**src/rtl/prime_pkg.sv**
```systemverilog
`default_nettype none
// ============================================================================
// Module      : prime_pkg
// Description : Shared constants, FSM state encoding and width helpers for
//               the prime table engine.
// Revision    : 1.0 - initial release
// ============================================================================
package prime_pkg;

  localparam int DEF_N_WIDTH    = 10;
  localparam int DEF_MAX_PRIMES = 168;

  // Engine FSM state encoding
  typedef logic [2:0] state_t;
  localparam logic [2:0] ST_IDLE  = 3'd0;
  localparam logic [2:0] ST_INIT  = 3'd1;
  localparam logic [2:0] ST_CHECK = 3'd2;
  localparam logic [2:0] ST_DIV   = 3'd3;
  localparam logic [2:0] ST_STORE = 3'd4;
  localparam logic [2:0] ST_NEXT  = 3'd5;
  localparam logic [2:0] ST_DONE  = 3'd6;

  // Read index width; a one-entry table still needs a 1-bit index
  function automatic int idx_width(input int max_primes);
    return (max_primes > 1) ? $clog2(max_primes) : 1;
  endfunction

  // Count width: must represent 0..max_primes inclusive
  function automatic int cnt_width(input int max_primes);
    return $clog2(max_primes + 1);
  endfunction

endpackage
`default_nettype wire

```
**src/rtl/prime_table_engine_if.sv**
```systemverilog
`default_nettype none
// ============================================================================
// Module      : prime_table_engine_if
// Description : Control, status and read-port bundle of the prime table
//               engine. master = controller/UI side, slave = engine side.
// Revision    : 1.0 - initial release
// ============================================================================
interface prime_table_engine_if #(
  parameter int N_WIDTH    = prime_pkg::DEF_N_WIDTH,
  parameter int MAX_PRIMES = prime_pkg::DEF_MAX_PRIMES
);
  import prime_pkg::*;

  localparam int IDX_W = idx_width(MAX_PRIMES);
  localparam int CNT_W = cnt_width(MAX_PRIMES);

  logic               start;
  logic [N_WIDTH-1:0] bound;
  logic               abort;
  logic               busy;
  logic               done;
  logic [CNT_W-1:0]   prime_count;
  logic               overflow;
  logic [N_WIDTH-1:0] cur_cand;
  logic [IDX_W-1:0]   rd_idx;
  logic [N_WIDTH-1:0] rd_data;
  logic               rd_valid;

  modport master (
    output start, bound, abort, rd_idx,
    input  busy, done, prime_count, overflow, cur_cand, rd_data, rd_valid
  );

  modport slave (
    input  start, bound, abort, rd_idx,
    output busy, done, prime_count, overflow, cur_cand, rd_data, rd_valid
  );

endinterface
`default_nettype wire

```
**src/rtl/prime_rem_seq.sv**
```systemverilog
`default_nettype none
// ============================================================================
// Module      : prime_rem_seq
// Description : Restoring sequential remainder unit. One quotient bit per
//               cycle; done pulses N_WIDTH+1 cycles after go. A go while
//               busy restarts the operation. Divisor must be non-zero.
// Revision    : 1.0 - initial release
// ============================================================================
module prime_rem_seq
  import prime_pkg::*;
#(
  parameter int N_WIDTH = DEF_N_WIDTH
) (
  input  logic               clk,
  input  logic               rst_n,
  input  logic               go,
  input  logic [N_WIDTH-1:0] dividend,
  input  logic [N_WIDTH-1:0] divisor,
  output logic               busy,
  output logic               done,
  output logic [N_WIDTH-1:0] rem
);

  localparam int CW = $clog2(N_WIDTH + 1);

  logic [CW-1:0]      r_cnt;
  logic [N_WIDTH-1:0] r_dvd;
  logic [N_WIDTH-1:0] r_dsr;
  logic [N_WIDTH-1:0] r_rem;
  logic               r_busy;
  logic               r_done;

  logic [N_WIDTH:0]   w_trial;
  logic [N_WIDTH:0]   w_diff;

  // Partial remainder shifted left with the next dividend bit; the MSB of
  // the difference acts as the borrow (trial < divisor) indicator.
  assign w_trial = {r_rem, r_dvd[N_WIDTH-1]};
  assign w_diff  = w_trial - {1'b0, r_dsr};

  // Load on go, iterate N_WIDTH times, then pulse done for one cycle
  always_ff @(posedge clk or negedge rst_n) begin
    if (!rst_n) begin
      r_cnt  <= '0;
      r_dvd  <= '0;
      r_dsr  <= '0;
      r_rem  <= '0;
      r_busy <= 1'b0;
      r_done <= 1'b0;
    end else begin
      r_done <= 1'b0;
      if (go) begin
        r_dvd  <= dividend;
        r_dsr  <= divisor;
        r_rem  <= '0;
        r_cnt  <= CW'(N_WIDTH);
        r_busy <= 1'b1;
      end else if (r_busy) begin
        if (r_cnt != '0) begin
          r_rem <= w_diff[N_WIDTH] ? w_trial[N_WIDTH-1:0] : w_diff[N_WIDTH-1:0];
          r_dvd <= {r_dvd[N_WIDTH-2:0], 1'b0};
          r_cnt <= r_cnt - CW'(1);
        end else begin
          r_busy <= 1'b0;
          r_done <= 1'b1;
        end
      end
    end
  end

  assign busy = r_busy;
  assign done = r_done;
  assign rem  = r_rem;

endmodule
`default_nettype wire

```
**src/rtl/prime_table_engine.sv**
```systemverilog
`default_nettype none
// ============================================================================
// Module      : prime_table_engine
// Description : Finds every prime <= bound by trial division against the
//               primes already found (only while p*p <= candidate) and
//               stores them in order. Registered indexed read port.
//               Optional macro PRIME_ODD_STEP_EN: step by 2 after the
//               candidate 2, so even candidates are never tested. Results
//               are identical either way; only run length changes.
// Revision    : 1.0 - initial release
// ============================================================================
module prime_table_engine
  import prime_pkg::*;
#(
  parameter int N_WIDTH    = DEF_N_WIDTH,
  parameter int MAX_PRIMES = DEF_MAX_PRIMES
) (
  input  logic                clk,
  input  logic                rst_n,
  prime_table_engine_if.slave bus
);

  localparam int IDX_W = idx_width(MAX_PRIMES);
  localparam int CNT_W = cnt_width(MAX_PRIMES);
  localparam int SW    = N_WIDTH + 1;
  localparam int QW    = 2 * N_WIDTH;

  localparam logic [CNT_W-1:0] c_max_cnt = CNT_W'(MAX_PRIMES);

  logic [2:0]         r_state;
  logic [N_WIDTH-1:0] r_bound;
  logic [N_WIDTH-1:0] r_cand;
  logic [CNT_W-1:0]   r_k;
  logic [CNT_W-1:0]   r_count;
  logic               r_overflow;
  logic               r_busy;
  logic               r_done;
  logic [N_WIDTH-1:0] r_rd_data;
  logic               r_rd_valid;
  logic [N_WIDTH-1:0] r_table [MAX_PRIMES];

  logic [N_WIDTH-1:0] w_divisor;
  logic [QW-1:0]      w_sq;
  logic               w_check_stop;
  logic               w_go;
  logic [SW-1:0]      w_step;
  logic [SW-1:0]      w_next_sum;
  logic               w_last;
  logic               w_full;
  logic               w_wr_en;
  logic               w_rd_hit;
  logic               w_rem_busy;
  logic               w_rem_done;
  logic [N_WIDTH-1:0] w_rem;

  // Divisor path: current trial prime; k never exceeds prime_count here
  assign w_divisor = (r_k < c_max_cnt) ? r_table[r_k[IDX_W-1:0]] : '0;

  // Full-width square so large divisors never alias below the candidate
  assign w_sq = {{N_WIDTH{1'b0}}, w_divisor} * {{N_WIDTH{1'b0}}, w_divisor};

  assign w_check_stop = (r_k == r_count) || (w_sq > {{N_WIDTH{1'b0}}, r_cand});
  assign w_go         = (r_state == ST_CHECK) && !w_check_stop && !bus.abort;

`ifdef PRIME_ODD_STEP_EN
  assign w_step = (r_cand == N_WIDTH'(2)) ? SW'(1) : SW'(2);
`else
  assign w_step = SW'(1);
`endif

  // One extra bit so the all-ones candidate cannot wrap back to small values
  assign w_next_sum = {1'b0, r_cand} + w_step;
  assign w_last     = (r_cand >= r_bound) || (w_next_sum > {1'b0, r_bound});

  assign w_full  = (r_count == c_max_cnt);
  assign w_wr_en = (r_state == ST_STORE) && !w_full && !bus.abort;

  prime_rem_seq #(
    .N_WIDTH (N_WIDTH)
  ) u_rem (
    .clk      (clk),
    .rst_n    (rst_n),
    .go       (w_go),
    .dividend (r_cand),
    .divisor  (w_divisor),
    .busy     (w_rem_busy),
    .done     (w_rem_done),
    .rem      (w_rem)
  );

  // Table write port; contents are not reset, validity comes from prime_count
  always_ff @(posedge clk) begin
    if (w_wr_en) begin
      r_table[r_count[IDX_W-1:0]] <= r_cand;
    end
  end

  // Main sequencer; abort overrides every state and suppresses done
  always_ff @(posedge clk or negedge rst_n) begin
    if (!rst_n) begin
      r_state    <= ST_IDLE;
      r_bound    <= '0;
      r_cand     <= '0;
      r_k        <= '0;
      r_count    <= '0;
      r_overflow <= 1'b0;
      r_busy     <= 1'b0;
      r_done     <= 1'b0;
    end else begin
      r_done <= 1'b0;
      if (bus.abort) begin
        r_state <= ST_IDLE;
        r_busy  <= 1'b0;
      end else begin
        case (r_state)
          ST_IDLE, ST_DONE: begin
            if (bus.start) begin
              r_bound    <= bus.bound;
              r_count    <= '0;
              r_overflow <= 1'b0;
              r_cand     <= N_WIDTH'(2);
              r_k        <= '0;
              r_busy     <= 1'b1;
              r_state    <= ST_INIT;
            end
          end
          ST_INIT: begin
            if (r_bound < N_WIDTH'(2)) begin
              r_state <= ST_DONE;
              r_busy  <= 1'b0;
              r_done  <= 1'b1;
            end else begin
              r_state <= ST_STORE;
            end
          end
          ST_CHECK: begin
            r_state <= w_check_stop ? ST_STORE : ST_DIV;
          end
          ST_DIV: begin
            if (w_rem_done && !w_rem_busy) begin
              if (w_rem == '0) begin
                r_state <= ST_NEXT;
              end else begin
                r_k     <= r_k + CNT_W'(1);
                r_state <= ST_CHECK;
              end
            end
          end
          ST_STORE: begin
            if (!w_full) begin
              r_count <= r_count + CNT_W'(1);
              r_state <= ST_NEXT;
            end else begin
              r_overflow <= 1'b1;
              r_state    <= ST_DONE;
              r_busy     <= 1'b0;
              r_done     <= 1'b1;
            end
          end
          ST_NEXT: begin
            if (w_last) begin
              r_state <= ST_DONE;
              r_busy  <= 1'b0;
              r_done  <= 1'b1;
            end else begin
              r_cand  <= w_next_sum[N_WIDTH-1:0];
              r_k     <= '0;
              r_state <= ST_CHECK;
            end
          end
          default: begin
            r_state <= ST_IDLE;
            r_busy  <= 1'b0;
          end
        endcase
      end
    end
  end

  // User read port, independent of the sequencer state
  assign w_rd_hit = (CNT_W'(bus.rd_idx) < r_count);

  // Registered read: zero data whenever the index is beyond the valid entries
  always_ff @(posedge clk or negedge rst_n) begin
    if (!rst_n) begin
      r_rd_valid <= 1'b0;
      r_rd_data  <= '0;
    end else begin
      r_rd_valid <= w_rd_hit;
      r_rd_data  <= w_rd_hit ? r_table[bus.rd_idx] : '0;
    end
  end

  assign bus.busy        = r_busy;
  assign bus.done        = r_done;
  assign bus.prime_count = r_count;
  assign bus.overflow    = r_overflow;
  assign bus.cur_cand    = r_cand;
  assign bus.rd_data     = r_rd_data;
  assign bus.rd_valid    = r_rd_valid;

endmodule
`default_nettype wire

```
**src/flat_wrapper.sv**
```systemverilog
// flat-port wrapper written by rule: the top's interface ports become plain ports
module prime_table_engine_flat import prime_pkg::*;
#(
  parameter int N_WIDTH    = DEF_N_WIDTH,
  parameter int MAX_PRIMES = DEF_MAX_PRIMES
)
  (clk, rst_n, bus_start, bus_bound, bus_abort, bus_rd_idx, bus_busy, bus_done, bus_prime_count, bus_overflow, bus_cur_cand, bus_rd_data, bus_rd_valid);
  prime_table_engine_if #(.N_WIDTH(N_WIDTH), .MAX_PRIMES(MAX_PRIMES)) bus_i ();
  input  logic clk;
  input  logic rst_n;
  input wire logic [$bits(bus_i.start)-1:0] bus_start;
  input wire logic [$bits(bus_i.bound)-1:0] bus_bound;
  input wire logic [$bits(bus_i.abort)-1:0] bus_abort;
  input wire logic [$bits(bus_i.rd_idx)-1:0] bus_rd_idx;
  output wire logic [$bits(bus_i.busy)-1:0] bus_busy;
  output wire logic [$bits(bus_i.done)-1:0] bus_done;
  output wire logic [$bits(bus_i.prime_count)-1:0] bus_prime_count;
  output wire logic [$bits(bus_i.overflow)-1:0] bus_overflow;
  output wire logic [$bits(bus_i.cur_cand)-1:0] bus_cur_cand;
  output wire logic [$bits(bus_i.rd_data)-1:0] bus_rd_data;
  output wire logic [$bits(bus_i.rd_valid)-1:0] bus_rd_valid;
  assign bus_i.start = bus_start;
  assign bus_i.bound = bus_bound;
  assign bus_i.abort = bus_abort;
  assign bus_i.rd_idx = bus_rd_idx;
  assign bus_busy = bus_i.busy;
  assign bus_done = bus_i.done;
  assign bus_prime_count = bus_i.prime_count;
  assign bus_overflow = bus_i.overflow;
  assign bus_cur_cand = bus_i.cur_cand;
  assign bus_rd_data = bus_i.rd_data;
  assign bus_rd_valid = bus_i.rd_valid;
  prime_table_engine #(.N_WIDTH(N_WIDTH), .MAX_PRIMES(MAX_PRIMES)) u_core (.clk(clk), .rst_n(rst_n), .bus(bus_i));
endmodule
```
**config.mk**
```make
export PLATFORM = sky130hd
export DESIGN_NAME = prime_table_engine_flat
export DESIGN_NICKNAME = d
export VERILOG_FILES = /design/src/rtl/prime_pkg.sv /design/src/rtl/prime_table_engine_if.sv /design/src/rtl/prime_rem_seq.sv /design/src/rtl/prime_table_engine.sv /design/src/flat_wrapper.sv
export SDC_FILE = /design/constraint.sdc
export NUM_CORES = 2
export LEC_CHECK = 0
export CAP_MARGIN = 25
export CORE_ASPECT_RATIO = 0.5
export CORE_MARGIN = 3
export CORE_UTILIZATION = 30
export DETAILED_ROUTE_END_ITERATION = 10
export PLACE_DENSITY_LB_ADDON = 0.15
export RECOVER_POWER = 25
export REMOVE_ABC_BUFFERS = 1
export SYNTH_ARGS = -nofsm -noshare
export SYNTH_HDL_FRONTEND = slang
export SYNTH_SLANG_ARGS = --single-unit
```
**constraint.sdc**
```tcl
create_clock -name clk -period 22.6 [get_ports clk]
set_input_delay 2.26 -clock clk [delete_from_list [all_inputs] [get_ports clk]]
set_output_delay 2.26 -clock clk [all_outputs]
set_load 0.01 [all_outputs]
```
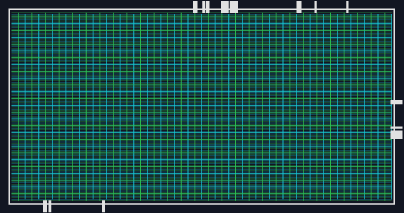
(supply network)
(0.5 px per um) Pins as bars on the die edge.
VDD -> cyan
VSS -> green
signal pins = 54
met1 rails = 139
met5 straps = 27
rows = 138
met4 straps = 56

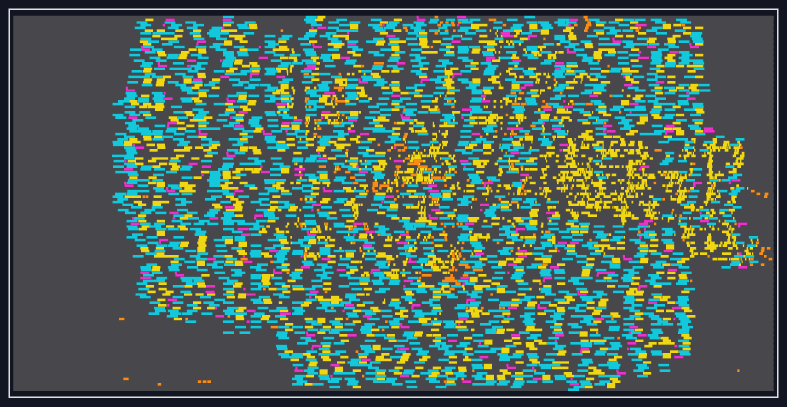
(cell classes on the final placement)
(1 px per um) Fill, decap, tap and diode cells in gray.
clock drivers and dummy loads -> magenta  # cells 331
remaining buffers and delay cells -> orange  # cells 272
remaining logic cells -> yellow  # cells 2474
registers -> cyan  # cells 1769

==> run notes <==
flow finished, numbers: setup bufs post-CTS 0, number of global-route vias before repair 50330, result of the run finished, violations left, Largest type area fraction 0.5807, Placement Cell Area 92920 um^2, peak supply drop 0.00005610 V, # setup viols final 0, first-pass GRT wire length 427000 um, number of levels in the clock H-tree 4, cell type group with the largest total delay on the critical path adder cells, fin. max-slew vios 984, average cell area after synthesis 19.08 um^2, post-route ant nets 0, type of element capturing the critical path register, fraction of final layout cells with drive strength greater than 1 0.3413, Num CTS Buffers 186, max-cap check violation count 18, Layout Nets 4873, Max clock buf depth 4, post-layout min period 13100 ps, pin count of the biggest net entering global routing 132, top area cells in the synthesized netlist edfxtp_1, mux4_2, dfrtp_1, mux2i_1, ha_1, overflow left after global routing 0, yosys stat chip area 86870 um^2, Cells after Synth 4554, most frequent cell on the critical path fa_1, area of the core 285400 um^2, dominant register cell in the synthesized netlist edfxtp_1, number of warnings the tools reported 43, leading area contributor after synthesis edfxtp_1, total number of vias 49490, cells resized by post-CTS repair 0, EDFF count, synth 1680, WP data arrival 13810 ps, leak pwr 30.54 nW, violations in the final reports capacitance limit, slew limit, final std cell area, no fill 98770 um^2, residual DRC count 0, Max Fclk 76.31 MHz, startpoint type of the worst setup path register, post-placement setup slack 9456 ps, DPL Wire Length 204500 um, cell count of the worst hold path 1, total wire length after detailed routing 309600 um, iteration-0 DRC count of the detailed router 6436, area fraction in and, or, nand and nor cells after synthesis 0.03514
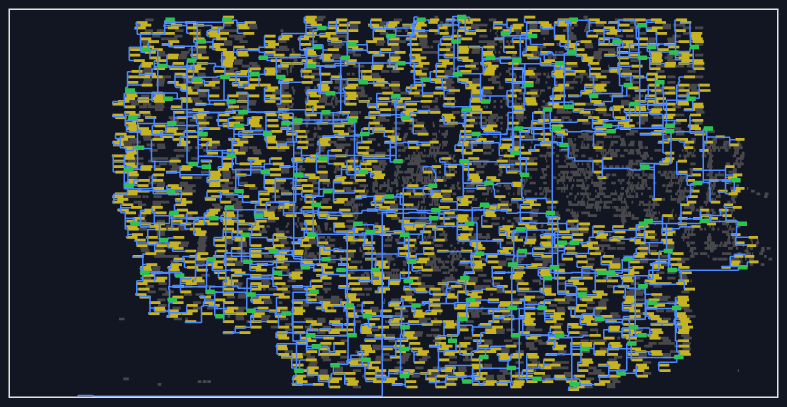
(clock distribution)
(1 px per um)
clock wires -> blue  # length 25.4 mm
clock-net drivers -> green  # count 186
flip-flops -> yellow  # count 1769
flops lie = all over the die
routed clock nets = 187

-- state kept, by name (all words and copies together) (netlist names), 3 cells and up --
register,count
u_core.r_bound,10
u_core.u_rem.r_cnt,4
u_core.u_rem.rem,10
u_core.bus.cur_cand,10
u_core.r_table,1680
u_core.bus.rd_data,10
u_core.bus.prime_count,8
u_core.r_k,8
u_core.r_state,3
u_core.u_rem.r_dvd,10
u_core.u_rem.r_dsr,10
-- final timing paths --
kind,end,slack (ps)
setup / recovery,u_core.u_rem.r_dsr[5],9500
hold / removal,u_core.u_rem.r_dsr[8],490
setup reg to reg,u_core.u_rem.r_dsr[5],9500
hold reg to reg,u_core.u_rem.r_dsr[8],490
max in group asynchronous,u_core.r_k[2],19860
min in group asynchronous,u_core.r_bound[1],1510
-- cells in the final DEF (no fill, tap or decap), drive strengths merged, types with 65 or more instances in the layout --
cell type,instances
mux2i,127
inv,134
o21ai,65
nand2,152
nor2,294
buf,209
clkbuf,246
dfrtp,89
edfxtp,1680
a21oi,87
mux4,1005
ha,100
clkinv,84
-- cell families (layout without fill, tap and decap cells) --
| logic type | Yosys count | after routing |
|---|---|---|
| adders and majority gates | 148 | 148 |
| other | 0 | 8 |
| and+or+nand+nor | 664 | 664 |
| AOI/OAI and AO/OA | 335 | 335 |
| muxes | 1149 | 1149 |
| xor gates and xnor gates | 48 | 48 |
| buffers and inverters | 441 | 733 |
| DFF | 1769 | 1769 |
-- cell type report --
type                            instances  area [um^2]
Clock inverter                        102        747.0
Inverter                              130        493.0
Tap cell                             3850         4817
Multi-Input combinational cell       2344        32380
Fill cell                           26660       186700
Clock buffer                          229         4920
Timing Repair Buffer                  272         2686
Sequential cell                      1769        52700
Antenna cell                            8        20.02
-- metal layers --
metal | part of all wire | GRT usage
met5 | 0 | 0
met3 | 0.082 | 0.03885
met4 | 0.026 | 0.04658
met1 | 0.45 | 0.3058
met2 | 0.45 | 0.3113
-- power breakdown --
group,switching (mW),total [mW],internal (mW)
sequential,0.0170,3.59,3.57
combinational,0.449,0.758,0.310
clock,1.35,2.99,1.65
-- worst register-to-register path, delay by kind of cell, from the launching register on --
| kind | cells | cell delay [ps] |
|---|---|---|
| adder cells (fa/ha/maj) | 7 | 3150 |
| buffers and inverters | 6 | 3150 |
| multiplexers | 5 | 2550 |
| AND/OR/NAND/NOR | 8 | 1850 |
| AND-OR/OR-AND | 5 | 1410 |
| flip-flops | 1 | 740 |
| XOR/XNOR | 1 | 150 |
-- through the flow --
stage          setup TNS (ps)  hold WS, ps  instances
2_1_floorplan          -71190        458.1       4243
3_3_place_gp                0        481.4       8314
3_5_place_dp                0        485.0       8348
4_1_cts                     0        499.6       8679
5_1_grt                     0        528.2       8696
6_report                    0        492.0       8704
No activity file was given, so power comes from the tool's default toggle rates.
